==> src/rtl/div23_seq_ctrl.sv <==
// Sequential constant divider: walks the dividend MSB-first CHUNK bits per step, carrying a running remainder.
// Optional macro DIV23_BACK2BACK_EN lets DONE accept the next dividend in the same edge as the output handshake.
module div23_seq_ctrl #(
    parameter int WIDTH   = 16,
    parameter int CHUNK   = 4,
    parameter int DIVISOR = 23,
    localparam int RW     = $clog2(DIVISOR)
) (
    input  logic             clk,
    input  logic             rst,
    input  logic             in_valid,
    output logic             in_ready,
    input  logic [WIDTH-1:0] in_data,
    output logic             out_valid,
    input  logic             out_ready,
    output logic [WIDTH-1:0] out_quot,
    output logic [RW-1:0]    out_rem,
    output logic             busy
);

    localparam int N  = WIDTH / CHUNK;
    localparam int CW = (N > 1) ? $clog2(N) : 1;

    generate
        if (WIDTH % CHUNK != 0) begin : g_bad_chunk
            $error("div23_seq_ctrl: WIDTH must be a multiple of CHUNK");
        end
        if (DIVISOR < 2) begin : g_bad_divisor
            $error("div23_seq_ctrl: DIVISOR must be at least 2");
        end
    endgenerate

    typedef enum logic [1:0] {
        IDLE,
        RUN,
        DONE
    } state_t;

    state_t           state;
    logic [CW-1:0]    cnt;
    logic [WIDTH-1:0] shreg;
    logic [WIDTH-1:0] quot;
    logic [RW-1:0]    rem;
    logic [CHUNK-1:0] digit;
    logic [RW-1:0]    rem_nxt;

    // One digit stage: restoring division of {rem, dig_in} by DIVISOR.
    // rem < DIVISOR on entry keeps every partial value below 2*DIVISOR, so RW+1 bits suffice.
    function automatic logic [CHUNK+RW-1:0] digit_step(input logic [RW-1:0]    rem_in,
                                                      input logic [CHUNK-1:0] dig_in);
        logic [RW:0]      r;
        logic [CHUNK-1:0] q;
        r = {1'b0, rem_in};
        q = '0;
        for (int unsigned i = 0; i < CHUNK; i++) begin
            r = {r[RW-1:0], dig_in[CHUNK-1-i]};
            if (r >= (RW+1)'(DIVISOR)) begin
                r = r - (RW+1)'(DIVISOR);
                q[CHUNK-1-i] = 1'b1;
            end
        end
        return {q, r[RW-1:0]};
    endfunction

    always_comb begin
        {digit, rem_nxt} = digit_step(rem, shreg[WIDTH-1 -: CHUNK]);
    end

    always_comb begin
        in_ready = (state == IDLE);
`ifdef DIV23_BACK2BACK_EN
        if (state == DONE && out_ready)
            in_ready = 1'b1;
`endif
    end

    assign out_quot = quot;
    assign out_rem  = rem;

    always_ff @(posedge clk) begin
        if (rst) begin
            state     <= IDLE;
            cnt       <= '0;
            shreg     <= '0;
            quot      <= '0;
            rem       <= '0;
            out_valid <= 1'b0;
            busy      <= 1'b0;
        end else begin
            case (state)
                IDLE: begin
                    if (in_valid) begin
                        shreg <= in_data;
                        quot  <= '0;
                        rem   <= '0;
                        cnt   <= '0;
                        busy  <= 1'b1;
                        state <= RUN;
                    end
                end
                RUN: begin
                    quot  <= (quot << CHUNK) | WIDTH'(digit);
                    rem   <= rem_nxt;
                    shreg <= shreg << CHUNK;
                    cnt   <= cnt + 1'b1;
                    if (cnt == CW'(N - 1)) begin
                        busy      <= 1'b0;
                        out_valid <= 1'b1;
                        state     <= DONE;
                    end
                end
                DONE: begin
                    if (out_ready) begin
                        out_valid <= 1'b0;
                        state     <= IDLE;
`ifdef DIV23_BACK2BACK_EN
                        if (in_valid) begin
                            shreg <= in_data;
                            quot  <= '0;
                            rem   <= '0;
                            cnt   <= '0;
                            busy  <= 1'b1;
                            state <= RUN;
                        end
`endif
                    end
                end
                default: state <= IDLE;
            endcase
        end
    end

endmodule

==> config.mk <==
export PLATFORM = sky130hd
export DESIGN_NAME = div23_seq_ctrl
export DESIGN_NICKNAME = d
export VERILOG_FILES = /design/src/rtl/div23_seq_ctrl.sv
export SDC_FILE = /design/constraint.sdc
export NUM_CORES = 1
export LEC_CHECK = 0
export CAP_MARGIN = 20
export CORE_ASPECT_RATIO = 1.1
export CORE_MARGIN = 3
export CORE_UTILIZATION = 63
export CTS_CLUSTER_DIAMETER = 150
export DETAILED_ROUTE_END_ITERATION = 16
export DONT_BUFFER_PORTS = 1
export GPL_TIMING_DRIVEN = 1
export HOLD_SLACK_MARGIN = 0.06
export PLACE_DENSITY = 0.79
export SLEW_MARGIN = 20
export SYNTH_ARGS = -nofsm -noshare
export SYNTH_HDL_FRONTEND = slang
export SYNTH_SLANG_ARGS = --single-unit
==> constraint.sdc <==
create_clock -name clk -period 5.74 [get_ports clk]
set_input_delay 0.574 -clock clk [delete_from_list [all_inputs] [get_ports clk]]
set_output_delay 0.574 -clock clk [all_outputs]
set_load 0.01 [all_outputs]
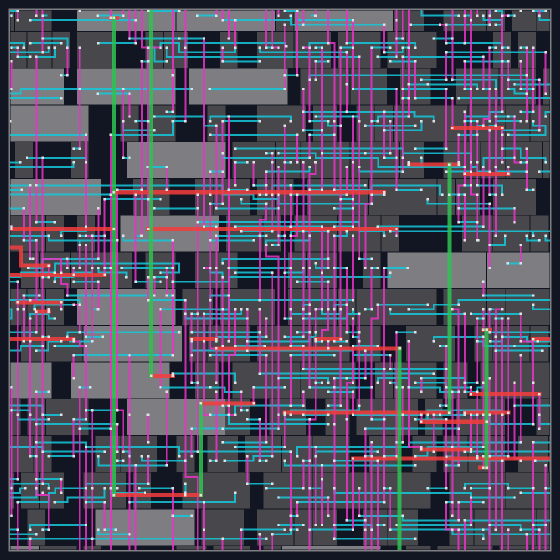
Fig. 1. A small window of the routed layout.
Window x 13 to 53, y 16 to 56 um. Cells in gray, sequential cells in the stronger gray; small squares are vias.
Key: cyan = met1; red = met3; green = met4; magenta = met2
Most frequent: nor2_1 (26), dfxtp_1 (17), nand2_1 (13). 164 logic cells have their middle in the window. Netlist names of flops here include shreg (8), out_quot (6). Sequential cells in the window: 17.

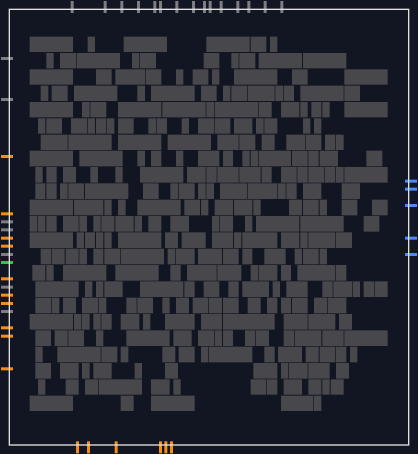
Fig. 2. Pin map.
(6 px per um) Pins as bars across the die edge, other pins in gray.
Key: orange = in_data [pins 16, direction input, edge 10 left, 6 bottom]; blue = out_rem [pins 5, direction output, edge right]; green = out_valid [pins 1, direction output, edge left]
die width: 66.33 um
Port Buffer Count: 0
Die Height: 72.37 um

==> results.yml <==
# flow metrics
run_status:
  status: "complete, no violations"
clock_tree:
  cts_post_setup_buffers_inserted: 0
  root_buffer: "clkbuf_8"
  cts_buffers: 5
synth:
  common_cells: "nor2_1 (50), dfxtp_1 (43), nand2_1 (22)"
  mux_area_frac: 0.03026
  ys_sh_aoi: 0.2842
  yosysTopAreaCellShare: 0.3413
  synth_area_um2: 2522
  ys_types: 64
  synth_seq_share: 0.3413
hold_path:
  hold_start: "rst"
  holdPathStages: 1
final_timing:
  worst_pin_slew_ns: 1.058
  relSlewSlack: 0.2944
  fin_skew_ns: 0.003291
  hold_ws_ns: 0.3273
  rsz0062_at_grt: "no"
detailed_routing:
  viasPerCell: 6.416
  drc: 0
  dr.pass1.iters: 5
  first_iter_violations: 207
worst_setup_path:
  slowest_delay_ns: 0.49
  crit_family: "simple AND/OR/NAND/NOR gates"
  crit_arrival_ns: 5.46
power:
  p_leak_uw: 0.001006
  clkPwrFrac: 0.272
  max-vdd-ir-drop_v: 0.0002381
placement:
  gp_congestion: 0.9141
global_routing:
  grt_max_degree: 41
  grt_pass1_wl_um: 9680
final_layout:
  finalNetCount: 330
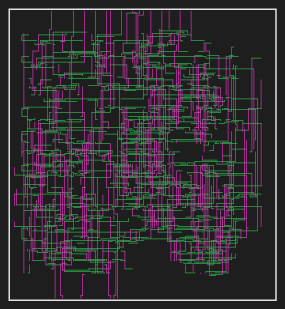
Fig. 3. Signal wires by layer.
(4 px per um) Two of the layers only.
Key: magenta = met2 [wire length 2860 um]; green = met1 [wire length 2570 um]
routed len/inst: 16.51 um
Vias: 2284
GRT Util Overall: 0.2526
drt total wl: 5878 um

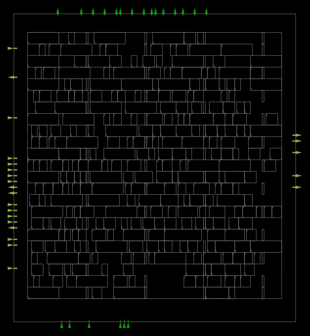
Fig. 4. Cell outlines without signal wires.
Seq area share: 0.3241
Filler cells: 314

-- cells by family after synthesis --
| logic type | Yosys count |
|---|---|
| and+or+nand+nor | 121 |
| AOI/OAI and AO/OA | 98 |
| DFF | 43 |
| buffers and inverters | 30 |
| muxes | 7 |
| adders and majority gates | 5 |
| xor gates and xnor gates | 4 |
-- worst register-to-register path, stage by stage, from the launching register on --
cell and delay [ns]:
dfxtp_1 0.34, ha_1 0.37, a21o_1 0.24, a21oi_2 0.11, xnor2_2 0.30, ha_1 0.26
o211a_1 0.25, or3_1 0.14, nand2_1 0.17, xnor2_1 0.34, ha_1 0.33, nand2_1 0.08
nor3_1 0.20, a311o_1 0.22, a21bo_1 0.27, xor2_1 0.20, ha_1 0.24, nand2_1 0.07
mux2_4 0.28, and2_4 0.16, or4_1 0.49, nand3_1 0.09
-- what timing repair did --
item	4_1_cts	5_1_grt
hold buffers	0	0
gates resized	0	2
endpoints found under the setup margin	0	3
-- cells in the final DEF (no fill, tap or decap), types with 6 or more instances in the layout --
cell      instances
inv_1            12
dfxtp_1          43
o21ai_0          10
o22ai_1           9
nand2_1          22
and3_1            6
nor2_1           50
a21oi_1          14
a22oi_1          18
a211oi_1         11
buf_4             8
nor3_1            9
-- worst max path at each step --
stage	start	endpoint	slack, ns	cells after the start
2_1_floorplan	out_rem[0]	out_rem[4]	0.73	24
3_3_place_gp	out_rem[0]	out_rem[4]	0.68	21
3_5_place_dp	out_rem[0]	out_rem[4]	0.44	21
4_1_cts	out_rem[0]	out_rem[4]	0.42	21
5_1_grt	out_rem[0]	out_rem[4]	0.05	21
6_report	out_rem[0]	out_rem[4]	0.54	21
-- routing by layer --
| metal | track usage | up-vias | wire, um |
|---|---|---|---|
| li1 | - | 1137 | - |
| met1 | 0.3185 | 1059 | 2565 |
| met2 | 0.4123 | 73 | 2864 |
| met3 | 0.06037 | 15 | 319 |
| met4 | 0.1016 | 0 | 129 |
| met5 | 0 | - | 0 |
-- power by group through the flow --
stage	Combinational [uW]	Sequential, uW	Clock, uW
after global placement	198	340	0
after CTS	203	333	206
after global routing	229	336	217
final	207	334	202
after detailed placement	202	340	0
after floorplan	168	339	0
-- final cells by class --
class | count | area [um2]
Clock inverter | 3 | 23.77
Tap cell | 50 | 62.56
Sequential cell | 43 | 860.8
Clock buffer | 5 | 68.82
Fill cell | 314 | 1085
Multi-Input combinational cell | 235 | 1535
Inverter | 12 | 45.04
Timing Repair Buffer | 8 | 60.06
-- stage by stage --
stage | total power [uW] | setup slack, ns
floorplan | 506.6 | 0.7271
global placement | 538.2 | 0.6800
detailed placement | 541.8 | 0.4398
CTS | 742.1 | 0.4156
global route | 781.7 | 0.05418
finish | 742.9 | 0.5373
-- state kept, by name (all words and copies together) (netlist names) --
signal and count:
busy 1, out_valid 1, out_quot 16, shreg 16
out_rem 5, cnt 2, state 2
Power figures rest on the tool's default switching activity, not on a simulated workload.
